===== src/rtl/alu_issue.sv =====
// Decodes MIPS-style ALU instructions into ALU operands/control behind a main+skid issue buffer.
// Latency: 1 cycle from input transfer to out_valid when the buffer is empty or draining.
// Backpressure: in_ready is registered and drops only when both main and skid hold entries.
module alu_issue #(
  parameter int B = 32
) (
  input  logic         clk,
  input  logic         reset_n,
  input  logic         flush,
  input  logic         in_valid,
  output logic         in_ready,
  input  logic [5:0]   opcode,
  input  logic [5:0]   funct,
  input  logic [15:0]  imm16,
  input  logic [B-1:0] rs_data,
  input  logic [B-1:0] rt_data,
  output logic         out_valid,
  input  logic         out_ready,
  output logic [B-1:0] op1,
  output logic [B-1:0] op2,
  output logic [3:0]   alu_control,
  output logic         illegal,
  output logic [15:0]  issue_count
);

  typedef struct packed {
    logic [B-1:0] op1;
    logic [B-1:0] op2;
    logic [3:0]   ctl;
    logic         ill;
  } entry_t;

  typedef enum logic [1:0] {EMPTY, ONE, FULL} state_t;

  localparam entry_t RESET_ENTRY = '{op1: '0, op2: '0, ctl: 4'hF, ill: 1'b0};
  localparam entry_t ILLEGAL_ENTRY = '{op1: '0, op2: '0, ctl: 4'hF, ill: 1'b1};

  state_t       state;
  entry_t       main_q;
  entry_t       skid_q;
  entry_t       dec;
  logic         legal;
  logic [3:0]   ctl;
  logic [B-1:0] opb;
  logic [B-1:0] imm_sext;
  logic [B-1:0] imm_zext;
  logic         in_xfer;
  logic         out_xfer;

  assign imm_sext = {{(B-16){imm16[15]}}, imm16};
  assign imm_zext = {{(B-16){1'b0}}, imm16};
  assign in_xfer  = in_valid && in_ready;
  assign out_xfer = out_valid && out_ready;

  // Decode the presented instruction into an ALU entry; unknown encodings become a poisoned entry.
  always_comb begin
    legal = 1'b1;
    ctl   = 4'hF;
    opb   = rt_data;
    case (opcode)
      6'b000000: begin
        case (funct)
          6'b100000: ctl = 4'b0010;
          6'b100010: ctl = 4'b0110;
          6'b100100: ctl = 4'b0000;
          6'b100101: ctl = 4'b0001;
          6'b101010: ctl = 4'b0111;
          default:   legal = 1'b0;
        endcase
      end
      6'b001000: begin ctl = 4'b0010; opb = imm_sext; end
      6'b001010: begin ctl = 4'b0111; opb = imm_sext; end
      6'b001100: begin ctl = 4'b0000; opb = imm_zext; end
      6'b001101: begin ctl = 4'b0001; opb = imm_zext; end
      6'b100011: begin ctl = 4'b0010; opb = imm_sext; end
      6'b101011: begin ctl = 4'b0010; opb = imm_sext; end
      6'b000100: ctl = 4'b0110;
      default:   legal = 1'b0;
    endcase
    if (legal) begin
      dec = '{op1: rs_data, op2: opb, ctl: ctl, ill: 1'b0};
    end else begin
      dec = ILLEGAL_ENTRY;
    end
  end

  // Main/skid buffer state machine with registered handshake outputs; flush overrides everything.
  always_ff @(posedge clk or negedge reset_n) begin
    if (!reset_n) begin
      state     <= EMPTY;
      main_q    <= RESET_ENTRY;
      skid_q    <= RESET_ENTRY;
      in_ready  <= 1'b1;
      out_valid <= 1'b0;
    end else if (flush) begin
      state     <= EMPTY;
      in_ready  <= 1'b1;
      out_valid <= 1'b0;
    end else begin
      case (state)
        EMPTY: begin
          if (in_xfer) begin
            main_q    <= dec;
            state     <= ONE;
            out_valid <= 1'b1;
          end
        end
        ONE: begin
          if (in_xfer && out_xfer) begin
            main_q <= dec;
          end else if (in_xfer) begin
            skid_q   <= dec;
            state    <= FULL;
            in_ready <= 1'b0;
          end else if (out_xfer) begin
            state     <= EMPTY;
            out_valid <= 1'b0;
          end
        end
        FULL: begin
          if (out_xfer) begin
            main_q   <= skid_q;
            state    <= ONE;
            in_ready <= 1'b1;
          end
        end
        default: begin
          state     <= EMPTY;
          in_ready  <= 1'b1;
          out_valid <= 1'b0;
        end
      endcase
    end
  end

  // Count completed output transfers; survives flush, wraps naturally at 16 bits.
  always_ff @(posedge clk or negedge reset_n) begin
    if (!reset_n) begin
      issue_count <= 16'h0000;
    end else if (out_xfer && !flush) begin
      issue_count <= issue_count + 16'h0001;
    end
  end

  assign op1         = main_q.op1;
  assign op2         = main_q.op2;
  assign alu_control = main_q.ctl;
  assign illegal     = main_q.ill;

endmodule


===== config.mk =====
export PLATFORM = sky130hd
export DESIGN_NAME = alu_issue
export DESIGN_NICKNAME = d
export VERILOG_FILES = /design/src/rtl/alu_issue.sv
export SDC_FILE = /design/constraint.sdc
export NUM_CORES = 1
export LEC_CHECK = 0
export CAP_MARGIN = 20
export CELL_PAD_IN_SITES_DETAIL_PLACEMENT = 0
export CELL_PAD_IN_SITES_GLOBAL_PLACEMENT = 2
export CORE_MARGIN = 4
export CORE_UTILIZATION = 30
export CTS_BUF_LIST = sky130_fd_sc_hd__clkbuf_8 sky130_fd_sc_hd__clkbuf_16
export CTS_CLUSTER_DIAMETER = 50
export DETAILED_ROUTE_END_ITERATION = 10
export PLACE_DENSITY_LB_ADDON = 0.25
export SLEW_MARGIN = 15
export SYNTH_ARGS = -nofsm -noshare
export SYNTH_HDL_FRONTEND = slang
export SYNTH_SLANG_ARGS = --single-unit

===== constraint.sdc =====
create_clock -name clk -period 2.3 [get_ports clk]
set_input_delay 0.23 -clock clk [delete_from_list [all_inputs] [get_ports clk]]
set_output_delay 0.23 -clock clk [all_outputs]
set_load 0.005 [all_outputs]

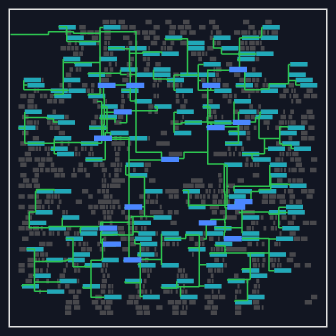
*Clock network drawn from the DEF*
- clock wires: green (length 2200 um)
- flip-flops: cyan (count 158)
- clock drivers: blue (count 17)
- flops lie: all over the die
- routed clock nets: 18
insertion delay of the later-clocked pin in the worst-skew pair: 0.42 ns
power share of the clock group: 34.0%
post-route clock skew: 0.0103 ns
Clk power: 2.84 mW

==> run notes <==
Notes on the flow run.

- Per the detail_route report, the via count comes to 6282.
- The final layout report lists a filler cell count of 2228.
- The part of the Yosys area used for sequential elements is 55.4%, for reference.
- The number of global-route vias before repair is 6693, for reference.
- Clock tree synthesis inserted a total of 17 buffers.
- In the CTS report, the clock slew at the register clock pins of the worst setup and hold paths is listed as 0.07 ns.
- The combinational power is 1.90 mW, for reference.
- Setup repair after global routing left no endpoint under its margin.
- The quantity of hold-fixing buffers added after cts is 1, for reference.
- Global routing used 16.9% of the available tracks.
- The critical path capture point type is a flip-flop, for reference.
- The sum of buffers and inverters on the critical path is 2, for reference.
- The count of unique library cells instantiated by Yosys is 47, for reference.
- The adder-cell share of the synthesized area is 0.175%, for reference.
- The worst setup slack after placement is 0.0413 ns, for reference.
- Counting buffers and inverters, the worst setup path is 7 cells deep.
- The final timing report gives a worst setup slack of 0.340 ns.
- Once iteration 0 of detailed routing completed, the report listed 316 DRC markers.
- Walking the worst path, the cells encountered are nand2_1 > nor3_1 > a21boi_0 > buf_4 > nand2b_1 > buf_12 > o22ai_1.
- The report puts the cell count of the worst reg-to-reg path at 7.
- The die is 163 um wide.
- The portion of total power attributed to combinational logic is 22.8%, for reference.
- The sort of element at the start of the critical path is a flip-flop, for reference.
- The final power report lists total power as 8.34 mW.
- The internal power of the cells totals 5.93 mW.
- For this run the aggregate overflow at the end of global routing stands at 0.
- The final antenna diode tally reported by the flow is 0.
- For reference, simple AND, OR, NAND and NOR cells occupy 14.1% of the area reported after synthesis.
- Looking at the power breakdown, sequential logic takes 43.2% of the total.
- The total number of yosys warnings is 0, for reference.
- The total detailed-routing wirelength is 22.0 mm, for reference.
- Using the TritonRoute via totals, the vias-per-cell ratio works out to 5.11.
- At the end of routability-driven placement, the weighted congestion stood at 0.795.
- For reference, the final report shows the max-slew violation count at 0.
- The number of top-level pins is 184, for reference.
- The slowest cell on the critical path is dfstp_2, for reference.
- The primary flip-flop cell chosen by synthesis mapping is dfrtp_1, for reference.
- The number of I/O port buffers is 183, for reference.
- The number of synthesized flops with an enable pin is 0, for reference.
- The first global-routing pass estimated 36.0 mm of wire.
- Per the detail_route report, DRC violations left total 0.
- Cells fill 43.0% of the core in the end.
- Per the timing report, the most critical flop-to-flop path originates at in_ready.
- The switching share of power is 29.0%, for reference.
- The largest combinational cell category by area is AND-OR/OR-AND gates, for reference.
- The placed wire-length estimate is 14.6 mm, for reference.
- The final number of hold-violating endpoints is 0, for reference.
- In this run the worst setup path terminates at op2[31].
- The growth of design area from synthesis to finish is 40.9%, for reference.
- The total non-filler cell area in the finished layout is 10100 sq um, for reference.
- In this run the remaining antenna-violating nets after routing total 0.
- The tool flagged a number of max-cap violations equal to 0.
- Looking at the reg2reg group, the worst path ends at op2[31].
- The worst path required time is 2.63 ns, for reference.
- The flow ran to the end, and the final reports show no timing, DRC or antenna violations.
- In the synthesized netlist, mux cells make up 0.594% of the area.
- The fraction of layout instances using a drive strength above 1 is 9.11%, for reference.
- The leakage component of the power was reported as 4.17 nW.
- The maximum resistive drop on vdd is 396 uV, for reference.
- Grouping stages by cell kind, the critical path spends the most delay in flip-flops.
- The H-tree level count is 4, for reference.
- TritonCTS built the clock tree.
- The synthesized netlist devotes 23.8% of its cell area to compound gates.
- The post-CTS repair timing setup buffer count is 0, for reference.
- The synthesized design spends more area on one cell type than any other, namely dfrtp_1.
- The power report puts the net switching power at 2.42 mW.
- The largest part of the power goes to registers.
- The power in sequential cells is 3.61 mW, for reference.
- The number of cells in the yosys synthesis report is 729, for reference.
- The final layout reports a setup TNS of 0 ns.
- The max-slew check reports its worst relative slack as 47.2%.
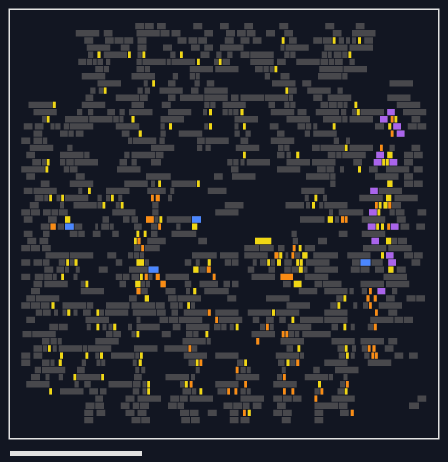
*Gate families picked out*
The bar under the picture is 50 um long.
- multiplexers: blue (cells 4)
- XOR/XNOR gates: purple (cells 15; most used xnor2_1)
- NAND gates: yellow (cells 122; most used nand2_1; where all over the die)
- NOR gates: orange (cells 57; most used nor2_1)

## final cells by class
type                            count  area, sq um  area share, %
Inverter                            2         7.51         0.0744
Clock inverter                     14          146           1.45
Clock buffer                       18          439           4.35
Timing Repair Buffer              213         2190           21.7
Multi-Input combinational cell    506         2950           29.2
Tap cell                          319          399           3.95
Sequential cell                   158         3970           39.3
## per-layer routing
metal,global-route usage (%),vias to the layer above,share of wire [%]
met1,22.3,3117,45
met2,27.7,177,48
met5,0,-,0
met3,3.72,25,4.8
li1,-,2963,-
met4,6.00,0,2.0
## registers in the layout, summed over array words and instances (netlist names)
signal,count
state,2
issue_count,16
in_ready,1
skid_q,69
illegal,1
op1,32
op2,32
alu_control,4
out_valid,1
Power and IR drop assume default switching activity.
